Design ysyx_2022040010_lsu_flat, sky130hd; sources not shown.
**Run 1: wiring by layer**

Scale: 1.5 px per µm.
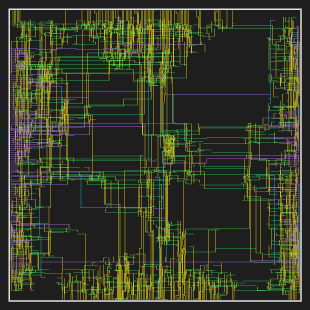
Key: M3 = purple [wire length 3,110 µm]; M4 = cyan [wire length 729 µm]; M2 = yellow [wire length 12,900 µm]; M1 = green [wire length 9,120 µm]
drt total wl: 25,900 µm
GRT Resource Usage Total: 13.4%
average wire per standard cell: 22.3 µm
vias: 5,442

**Run 1: logic cells by family**

Scale: 1.5 px per µm.
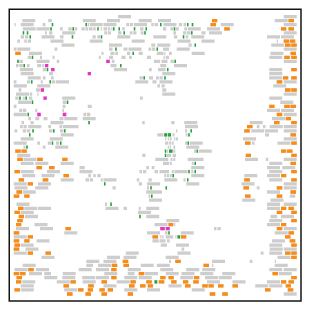
Key: mux cells = orange [cells 144, where widely spread]; non-inverting ao/oa cells = magenta [cells 10]; nand cells = green [cells 73]
Comb area share: 33.3%
Commonest Layout Cell: dfrtp_1
Post-Layout Cell Count: 1,162

**Run 1: clock distribution**

Scale: 2 px per µm.
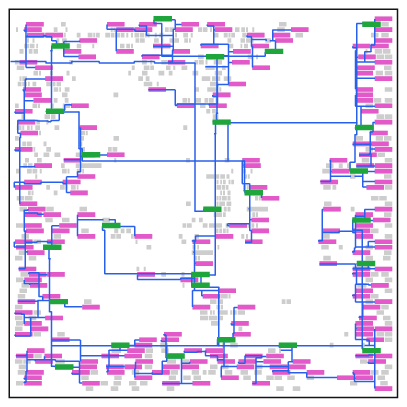
Key: clock wires = blue [length 3,050 µm]; clock-net drivers = green [count 25]; flip-flops = magenta [count 210]
Position of the flops: widely spread. There are 26 routed clock nets.
Clk pwr share: 25.1%
clk_lat worst skew: 530 ps
Power Clock: 1160 µW

==> results.py, run 1 <==
# Physical implementation metrics
metrics = {
    "global_route": {
        "grt_pass1_wl_um": 38800,
        "grt.overflow.total": 0,
        "grt_antenna_before_repair": 3,
        "grt_use_met1_pct": 14.2,
        "grt_use_met2_pct": 23.4,
        "grt_max_degree": 94,
    },
    "floorplanning": {
        "die-area_mm2": 0.0374,
        "fp-row-count": 69,
        "nWellTaps": 461,
        "die_width_um": 193,
        "io_pins": 412,
    },
    "worst_setup_path": {
        "worstPathRequired_ps": 6300,
        "crit_chain": "inv_1 -> ha_1 -> a211oi_2 -> o21bai_4 -> nand2b_1",
        "cp-start-kind": "input port",
        "ff2ff_setup_slack_ps": 5210,
        "crit_cells": 5,
        "crit_family": "AND-OR/OR-AND gates",
        "cpPeakStageDelay_ps": 860,
        "critPathMaxFanout": 37,
        "crit_buf_inv": 1,
        "rr_worst_depth": 6,
    },
    "synthesis": {
        "syn-cell-area_mm2": 0.00897,
        "ys_top_cells_by_area": "dfrtp_1 59%, mux2_2 18%, nor2b_1 4.0%, o31ai_1 3.9%, nand2_1 2.8%",
        "synth_top_cell_by_area": "dfrtp_1",
        "topCombFamilyByArea": "multiplexers",
        "ys_sh_adder_pct": 1.12,
        "xor_share_pct": 0,
        "most_common_cell": "dfrtp_1",
        "yosys_warnings": 0,
        "syn_avg_cell_area_um2": 12.9,
        "top_cells_by_count": "210 x dfrtp_1, 143 x mux2_2, 68 x nand2_1, 58 x nor2b_1, 47 x o31ai_1",
        "simple_gate_area_share_pct": 8.54,
        "ys_async_sr_fraction_pct": 100,
        "synthAoiAreaFrac_pct": 9.76,
        "ff_type": "dfrtp_1",
        "yosysCellCount": 696,
    },
    "cells_and_area": {
        "buffer_area_share_pct": 0.517,
        "ff_count": 210,
        "drive_gt1_share_pct": 28.7,
        "area_growth_pct": 13.4,
        "logic_area_mm2": 0.00339,
        "n_all_buffers": 7,
        "nNetsFinal": 889,
        "nFillCells": 3634,
        "fin_area_mm2": 0.0102,
        "layout_top_cells": "210 x dfrtp_1, 143 x mux2_2, 68 x nand2_1",
    },
    "placement": {
        "place_hpwl_um": 19400,
        "placed_cells": 1115,
        "gp_congestion": 0.741,
        "numPortBuffers": 0,
    },
    "status": {
        "status": "finished clean",
    },
    "cts": {
        "htreeDepth": 1,
        "cts_setup_buffers": 0,
        "cts_resized": 0,
        "root_buffer": "clkbuf_16",
        "cts_buffers": 25,
        "path_clk_slew_ps": 50,
    },
    "sta": {
        "fin_crit_sh_pct": 66.9,
        "max-slew-margin-rel_pct": 30.1,
        "holdWs_ps": 424,
        "finalCriticalPeriod_ps": 5350,
        "fin_tns_setup_ps": 0,
        "max_freq_ghz": 0.187,
        "worst_slew_pin_slew_ps": 1050,
        "setup_violations": 0,
    },
    "power": {
        "power_frac_comb_pct": 18.4,
        "p_switching_uw": 1870,
        "p_per_area_mw_per_mm2": 456,
        "p_int_uw": 2770,
        "pg_comb_uw": 854,
        "seqPwrFrac_pct": 56.5,
    },
    "routing": {
        "wl_met2_um": 12900,
        "vias_per_cell": 4.68,
        "antenna_left": 0,
        "drc_errors": 0,
        "wl_met3_um": 3110,
        "wl_met1_um": 9120,
        "firstDrtPassIters": 4,
    },
    "min_path": {
        "min_path_cells": 2,
    },
}
**Run 1: clock wiring as the flow saved it**

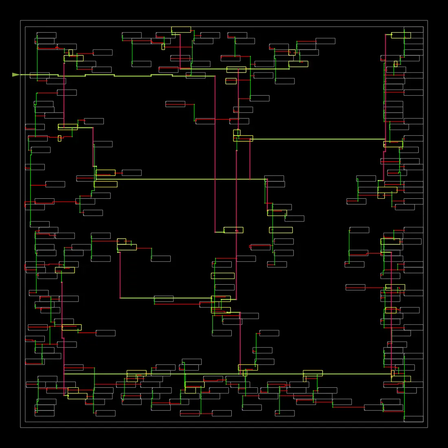

==> run 2, diff against run 1 <==
Settings changed: PLACE_DENSITY 0.41 to 0.43.
Clock period 8 ns to 4.3 ns, I/O delays scaled along.
**Run 2: clock wiring as the flow saved it**

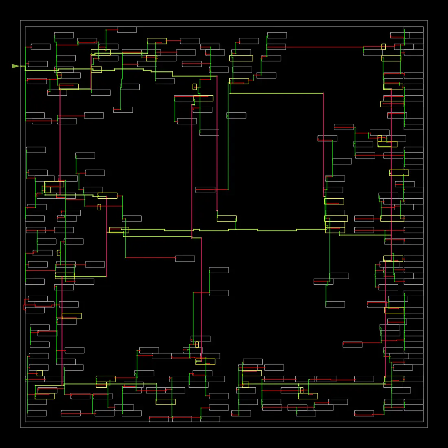
Clock Buffer Count: 34
Num CTS Buffers: 26
Flop Count: 210

**Run 2: met3 routing**

Scale: 2 px per µm.
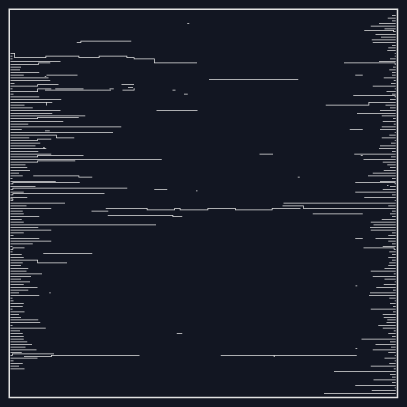
The layer carries 3,320 µm of wire. The wires run mostly horizontal. 268 nets have wire on it. The layer holds 13% of the routed length.
vias: 5,375
drt total wl: 25,900 µm

==> results.py, run 2 <==
# Physical implementation metrics
metrics = {
    "cells_and_area": {
        "n_all_buffers": 7,
        "drive_gt1_share_pct": 28.9,
        "mostFrequentLayoutCell": "dfrtp_1",
        "instances_no_fill": 1164,
        "buffer_area_share_pct": 0.878,
        "fin_area_mm2": 0.0103,
        "layout_top_cells": "210 x dfrtp_1, 143 x mux2_2, 68 x nand2_1",
        "nNetsFinal": 890,
        "comb_share_pct": 33.1,
        "area_growth_pct": 14.4,
        "nFillCells": 3642,
    },
    "global_route": {
        "grt_use_met1_pct": 14.4,
        "grt_antenna_before_repair": 5,
        "grt_use_met2_pct": 22.1,
        "grt.overflow.total": 0,
        "grt_max_degree": 199,
        "grt.total_usage_pct": 13.3,
    },
    "cts": {
        "cts_resized": 0,
        "path_clk_slew_ps": 60,
        "htreeDepth": 1,
        "cts_setup_buffers": 0,
        "root_buffer": "clkbuf_16",
    },
    "placement": {
        "numPortBuffers": 0,
        "placed_cells": 1115,
        "place_hpwl_um": 18400,
    },
    "synthesis": {
        "simple_gate_area_share_pct": 8.54,
        "most_common_cell": "dfrtp_1",
        "top_cells_by_count": "210 x dfrtp_1, 143 x mux2_2, 68 x nand2_1, 58 x nor2b_1, 47 x o31ai_1",
        "ys_top_cells_by_area": "dfrtp_1 59%, mux2_2 18%, nor2b_1 4.0%, o31ai_1 3.9%, nand2_1 2.8%",
        "syn_avg_cell_area_um2": 12.9,
        "synth_top_cell_by_area": "dfrtp_1",
        "ys_sh_adder_pct": 1.12,
        "ff_type": "dfrtp_1",
        "yosys_warnings": 0,
        "synthAoiAreaFrac_pct": 9.76,
        "syn-cell-area_mm2": 0.00897,
        "xor_share_pct": 0,
    },
    "worst_setup_path": {
        "cp-start-kind": "input port",
        "critPathMaxFanout": 21,
        "crit_buf_inv": 2,
        "worstPathRequired_ps": 3340,
        "crit_cells": 6,
        "ff2ff_setup_slack_ps": 1770,
        "crit_family": "AND-OR/OR-AND gates",
        "cpPeakStageDelay_ps": 380,
    },
    "sta": {
        "worst_slew_pin_slew_ps": 1010,
        "fin_crit_sh_pct": 70.7,
        "max_freq_ghz": 0.329,
        "max-slew-margin-rel_pct": 32.4,
        "fin_tns_setup_ps": 0,
        "setup_violations": 0,
        "finalCriticalPeriod_ps": 3040,
    },
    "routing": {
        "antenna_left": 0,
        "vias_per_cell": 4.62,
        "wl_met3_um": 3320,
        "firstDrtPassIters": 4,
        "drc_errors": 0,
        "wl_met1_um": 9290,
    },
    "floorplanning": {
        "nWellTaps": 461,
        "die-area_mm2": 0.0374,
        "io_pins": 412,
        "die_width_um": 193,
    },
    "power": {
        "seqPwrFrac_pct": 55.7,
        "clk-power_uw": 2290,
        "p_per_area_mw_per_mm2": 850,
        "p_int_uw": 5250,
        "p_switching_uw": 3470,
        "power_frac_comb_pct": 18.0,
    },
    "status": {
        "status": "finished clean",
    },
}
No activity file was given, so power comes from the tool's default toggle rates.
